Design bus_arbiter, sky130hd; sources not shown.
Figure 1. M2 wires (run 1).
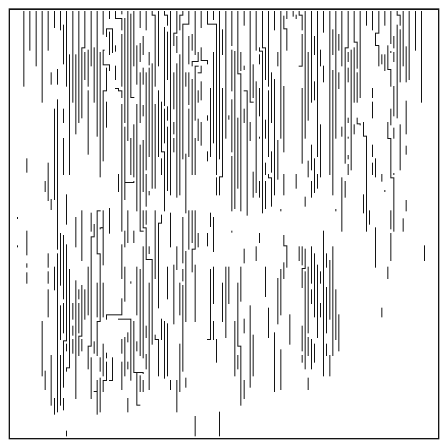
longest straight run = 27.6 um
share of all routed wire = 51%
DRT Wirelength: 5360 um
DR vias: 1,757
met2 Usage GRT: 40.5%

Figure 2. Selected gate families (run 1).
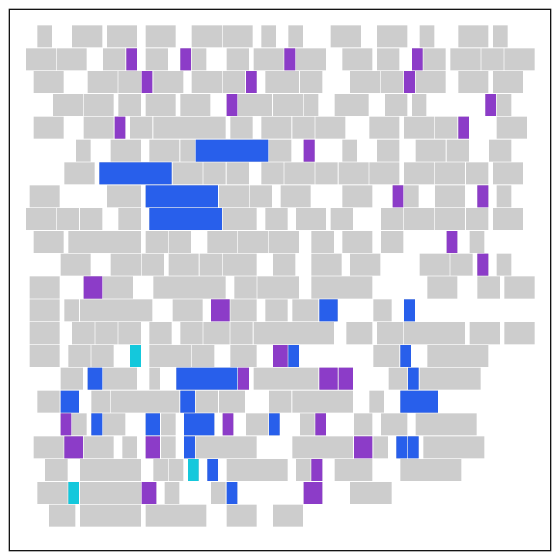
blue -> NOR gates  # cells 23
cyan -> inverters  # cells 3
purple -> NAND gates  # cells 31, where widely spread
Final Non-Filler Cells: 324
multi-input combinational area share: 38.2%

Figure 3. Signal wires on met1 (run 1).
Supply wires on this layer in grey.
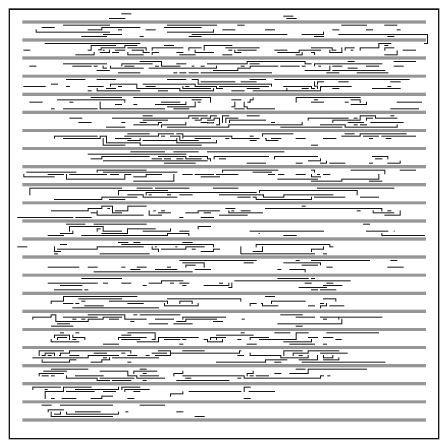
longest straight run = 20.2 um
wire length on this layer = 2,220 um
GR Util met1: 32.8%

Figure 4. Signal wires on met3 (run 1).
Bar = 20 um.
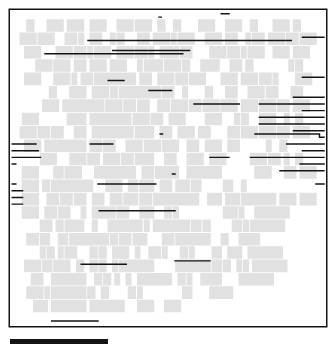
longest straight run = 41.4 um
main direction = horizontal
met3 Track Usage GR: 4.75%

==> job_summary.md, run 1 <==
### Yosys + OpenROAD results

| Metric | Value |
|---|---|
| Slew HR | roughly 70% |
| Drt drc | 0 |
| Deepest clock path buffer count | 2 |
| Vias in the first global route | approximately 1,600 |
| FP Util | a little under two fifths |
| Min-Delay Path Class | flip-flop to flip-flop |
| Critical path launch point type | flip-flop |
| Aoi/oai-family share of the synthesized area | 36.4% |
| Most common library cells after synthesis | a22oi_1, nand2_1, dfxtp_1 |
| Slowest cell on crit path | dfxtp_4 |
| Share of layout cells above drive strength 1 | between 20% and 30% |
| Syn Nets | about 230 |
| Synth area leader | dfxtp_1 |
| Synth top cell by count | a22oi_1 |
| Max Cap Viol | 0 |
| GRT overflow | 0 |
| Reg power frac | between 30% and 40% |
| Mapped Area | 1360 um2 |
| Largest register FFs | 8 |
| CP max FO | 7 |
| Clock skew | 0.00822 ns |
| Place WS | -0.170 ns |
| Post-DR vias/cell | approximately 5.4 |
| Ys cells | about 160 |
| Iteration-0 DRC Markers | 111 |
| Maximum vdd drop | 0.000409 V |
| Ordered list of cells on the worst path | nor4b_4 > buf_4 > buf_4 > a22oi_1 > nand2_1 > buf_2 |
| # H-tree levels | 1 |
| Gp weighted congestion | between 0.8 and 0.9 |
| Tool warnings | 27 |
| Fraction of registers with async set/reset | 0% |
| Clk sinks | 19 |
| WHS | slightly below 0.5 ns |
| CTS tree | yes |
| Die Area | a little over 4000 um2 |
| Hold depth | 2 |
| Failing checks | negative setup slack |
| Synth Seq Share | about 28% |
| Port Buffers | 91 |
| Final WS setup | -0.0262 ns |
| XOR Share, Synth | approximately 1.3% |
| Total GRT Usage | between 20 and 25% |
| Worst slew pin tran | 0.420 ns |
| Endpoint class of the critical path | primary output |
| Die Ht | 64.4 um |
| Leak | around 1.1 nW |
| Setup TNS | -0.0262 ns |
| Crit. path cell count | 6 |
| Synth Register Bits | 19 |
| Multiplexer share of the synthesized area | 2.40% |
| Layout area overhead | 87.8% |
| Top logic family | AND-OR/OR-AND gates |
| Fraction of the mapped netlist area in adder cells | less than 1% |
| Core area | roughly 3600 um2 |
| Fmax | 460 MHz |
| Pins over their slew limit | 0 |
| Final setup fails | 1 |
| Routed Antenna Nets | 0 |
| And+or+nand+nor area frac | between 20 and 30% |
| Post-Syn Instances | between 150 and 200 |
| Kind of critical path | flip-flop to primary output |
| Status | finished with violations |
| Tmin final | between 2 and 2.5 ns |
| Resized cells post-CTS | approximately 42 |
| Share of Yosys cell area claimed by the top area cell type | around 28% |
| Syn Area/Cell | approximately 8.5 um2 |
| Unique cell types | approximately 47 |
| WL/cell | around 17 um |
| CTS Hold Bufs | 0 |
| Main flop type | dfxtp_1 |
| Largest net degree at the start of global routing | 17 |
| RSZ-0062 raised after global routing | true |
| Internal | 0.873 mW |
| Placed Area | 2470 um2 |
| Cts bufs inserted | 3 |
| Initial antenna violation count | 0 |
| Io pins | ~92 |
| Final period util | 101% |
| CP most frequent cell | buf_4 |
| Clk root buf | clkbuf_8 |
| Worst EP arrival | between 1.5 and 2 ns |
| Total inserted antenna cells | 0 |
| Setup slack, reg-to-reg | about 0.42 ns |
| Yosys stat area | 1360 um2 |
| First-pass GRT wire length | approximately 8000 um |
| Skew-Pair Late Insertion Delay | 0.26 ns |
| Final HPWL DP | roughly 3800 um |
| Hold Fails Final Rpt | 0 |
| Nets | between 300 and 400 |
| Clock transition at path regs | 0.07 ns |
[run 1: cell type report]
cell class,count,area (um2),share of cell area (%)
clock buffers,4,45.0,1.77
repair buffers,119,1060,41.6
well taps,48,60.1,2.36
inverters,3,11.3,0.442
multi-input cells,131,973,38.2
flip-flops and latches,19,395,15.5
[run 1: per-stage QoR]
stage,total power [mW],util (%)
6_report,1.32,70.0
5_1_grt,1.40,70.0
4_1_cts,1.31,70.5
3_5_place_dp,1.08,68.1
3_3_place_gp,1.07,68.1
2_1_floorplan,0.688,-
[run 1: cell usage in the layout (no fill, tap or decap), types with 2 or more instances in the layout]
cell / instances
clkdlybuf4s50_1: 75
a22oi_1: 32
buf_4: 23
nand2_1: 21
dfxtp_1: 15
clkbuf_2: 13
nor2_1: 11
a21oi_1: 10
nand2b_1: 5
buf_6: 5
nor4b_4: 4
nand3_1: 4
a32o_1: 4
dfxtp_4: 4
inv_1: 3
nor3_1: 3
clkbuf_8: 3
buf_2: 3
xnor2_1: 2
o21ai_1: 2
and4_1: 2
a31oi_1: 2
[run 1: power groups by stage]
stage	Clock, mW	Sequential [mW]	Combinational, mW
floorplan	0	0.418	0.270
global placement	0	0.423	0.647
detailed placement	0	0.422	0.655
CTS	0.254	0.425	0.631
global route	0.274	0.435	0.692
finish	0.253	0.430	0.642
[run 1: routing by layer]
metal / global-route usage, % / vias to the layer above / part of all wire (%)
met5: 0 / - / 0
met4: 8.78 / 0 / 1.8
met3: 4.75 / 9 / 5.8
met2: 40.5 / 52 / 51
met1: 32.8 / 838 / 41
li1: - / 858 / -
[run 1: logic make-up after synthesis]
| logic type | count (synthesis) |
|---|---|
| fa+ha+maj | 1 |
| flops | 19 |
| xor+xnor | 2 |
| buf+inv | 9 |
| compound gates | 63 |
| simple gates | 63 |
| mux | 2 |
## Run 2: what changed since run 1
- CAP_MARGIN: not set -> 30
- CORE_MARGIN: 1.5 -> not set
- GPL_TIMING_DRIVEN: not set -> 1
==> job_summary.md, run 2 <==
### Yosys + OpenROAD results

| Metric | Value |
|---|---|
| Clk root buf | clkbuf_8 |
| Final HPWL DP | roughly 3800 um |
| Post-Syn Instances | around 160 |
| Share of layout cells above drive strength 1 | 27.3% |
| Largest register FFs | 8 |
| Max Cap Viol | 0 |
| Placed Area | around 2400 um2 |
| Most common library cells after synthesis | a22oi_1, nand2_1, dfxtp_1 |
| WL/cell | approximately 17 um |
| CP most frequent cell | buf_6 |
| Nets | 350 |
| DR vias | ~1,800 |
| Ys cells | 159 |
| Hold depth | 2 |
| Mapped Area | roughly 1400 um2 |
| Reg power frac | 31.6% |
| Failing checks | negative setup slack |
| Final WS setup | -0.0507 ns |
| Tmin final | roughly 2.2 ns |
| Layout area overhead | 92.6% |
| GRT overflow | 0 |
| Kind of critical path | flip-flop to primary output |
| Min-Delay Path Class | flip-flop to flip-flop |
| Endpoint class of the critical path | primary output |
| Synth area leader | dfxtp_1 |
| Deepest clock path buffer count | 2 |
| Share of Yosys cell area claimed by the top area cell type | approximately 28% |
| Slew HR | 72.8% |
| First-pass GRT wire length | approximately 8000 um |
| Initial antenna violation count | 0 |
| Unique cell types | about 47 |
| CTS tree | yes |
| Vias in the first global route | between 1,500 and 2,000 |
| Io pins | ~90 |
| WHS | just under 0.5 ns |
| Final setup fails | 1 |
| Skew-Pair Late Insertion Delay | around 0.26 ns |
| # H-tree levels | 1 |
| Dominant logic cell type in the layout | clkdlybuf4s50_1 |
| Iteration-0 DRC Markers | 103 |
| Status | finished with violations |
| Crit. path cell count | 7 |
| Synth Register Bits | 19 |
| Ordered list of cells on the worst path | nor4b_4 > buf_6 > buf_6 > buf_6 > a22oi_2 > nand2_1 > buf_2 |
| Core area | about 3500 um2 |
| Pins over their slew limit | 0 |
| Yosys stat area | about 1400 um2 |
| Synth Seq Share | approximately 28% |
| Final core utilization | between 70 and 80% |
-- run 2: cell counts after synthesis --
No cell type changed its count.
-- run 2: kinds of logic (layout without fill, tap and decap cells) --
group	count (synthesis)	after routing	share of synthesized area, %
compound gates	63	63	36.4
xor+xnor	2	2	1.29
fa+ha+maj	1	1	0.923
buf+inv	9	128	2.68
flops	19	19	28.1
mux	2	2	2.40
simple gates	63	63	28.3
-- run 2: power groups by stage --
stage | clock, mW | combinational [mW] | sequential, mW
global placement | 0 | 0.640 | 0.423
CTS | 0.256 | 0.641 | 0.425
finish | 0.248 | 0.677 | 0.428
floorplan | 0 | 0.270 | 0.418
global route | 0.273 | 0.720 | 0.433
detailed placement | 0 | 0.647 | 0.422
-- run 2: cell type report --
class | instances | area [um2]
clock buffers | 3 | 41.3
clock inverters | 1 | 5.00
fillers | 261 | 858
inverters | 3 | 11.3
multi-input cells | 131 | 996
flip-flops and latches | 19 | 395
well taps | 46 | 57.6
repair buffers | 121 | 1100
-- run 2: tightest hold or removal path: stages (launching register included) --
cell,delay [ns]
dfxtp_1,0.35
a31oi_1,0.05
nor2_1,0.07
-- run 2: repair_timing --
action,4_1_cts,5_1_grt
buffers inserted,4,3
setup endpoints to repair,16,20
hold buffers,0,0
pin swaps,4,6
cloned,3,1
gates resized,58,36
-- run 2: metal layers --
metal,GRT usage [%],routed length [um]
met2,43.4,2610
met5,0,0
met4,9.66,170
met1,32.2,2360
met3,5.07,284
Figure 5. The clock network (run 2).
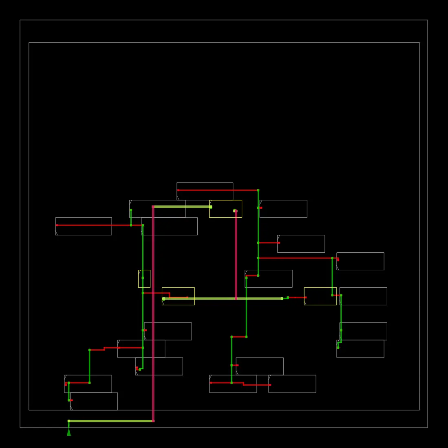
Seq cells: 19
clk sinks: 19
clock skew: 0.00489 ns
cts bufs inserted: 3

Figure 6. M2 wires (run 2).
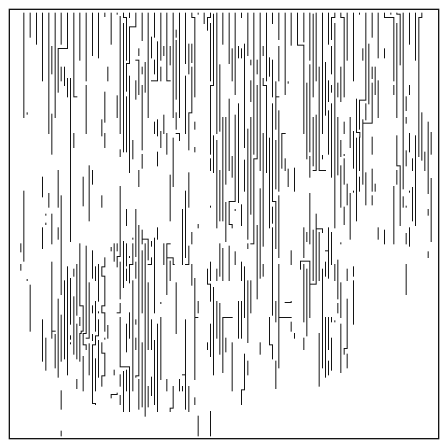
wire length on this layer = 2,610 um
nets with wire on the layer = 296
longest straight run = 30.3 um
main direction = vertical
met2 Usage GRT: 43.4%
DRT Wirelength: 5420 um

Power and IR drop assume default switching activity.
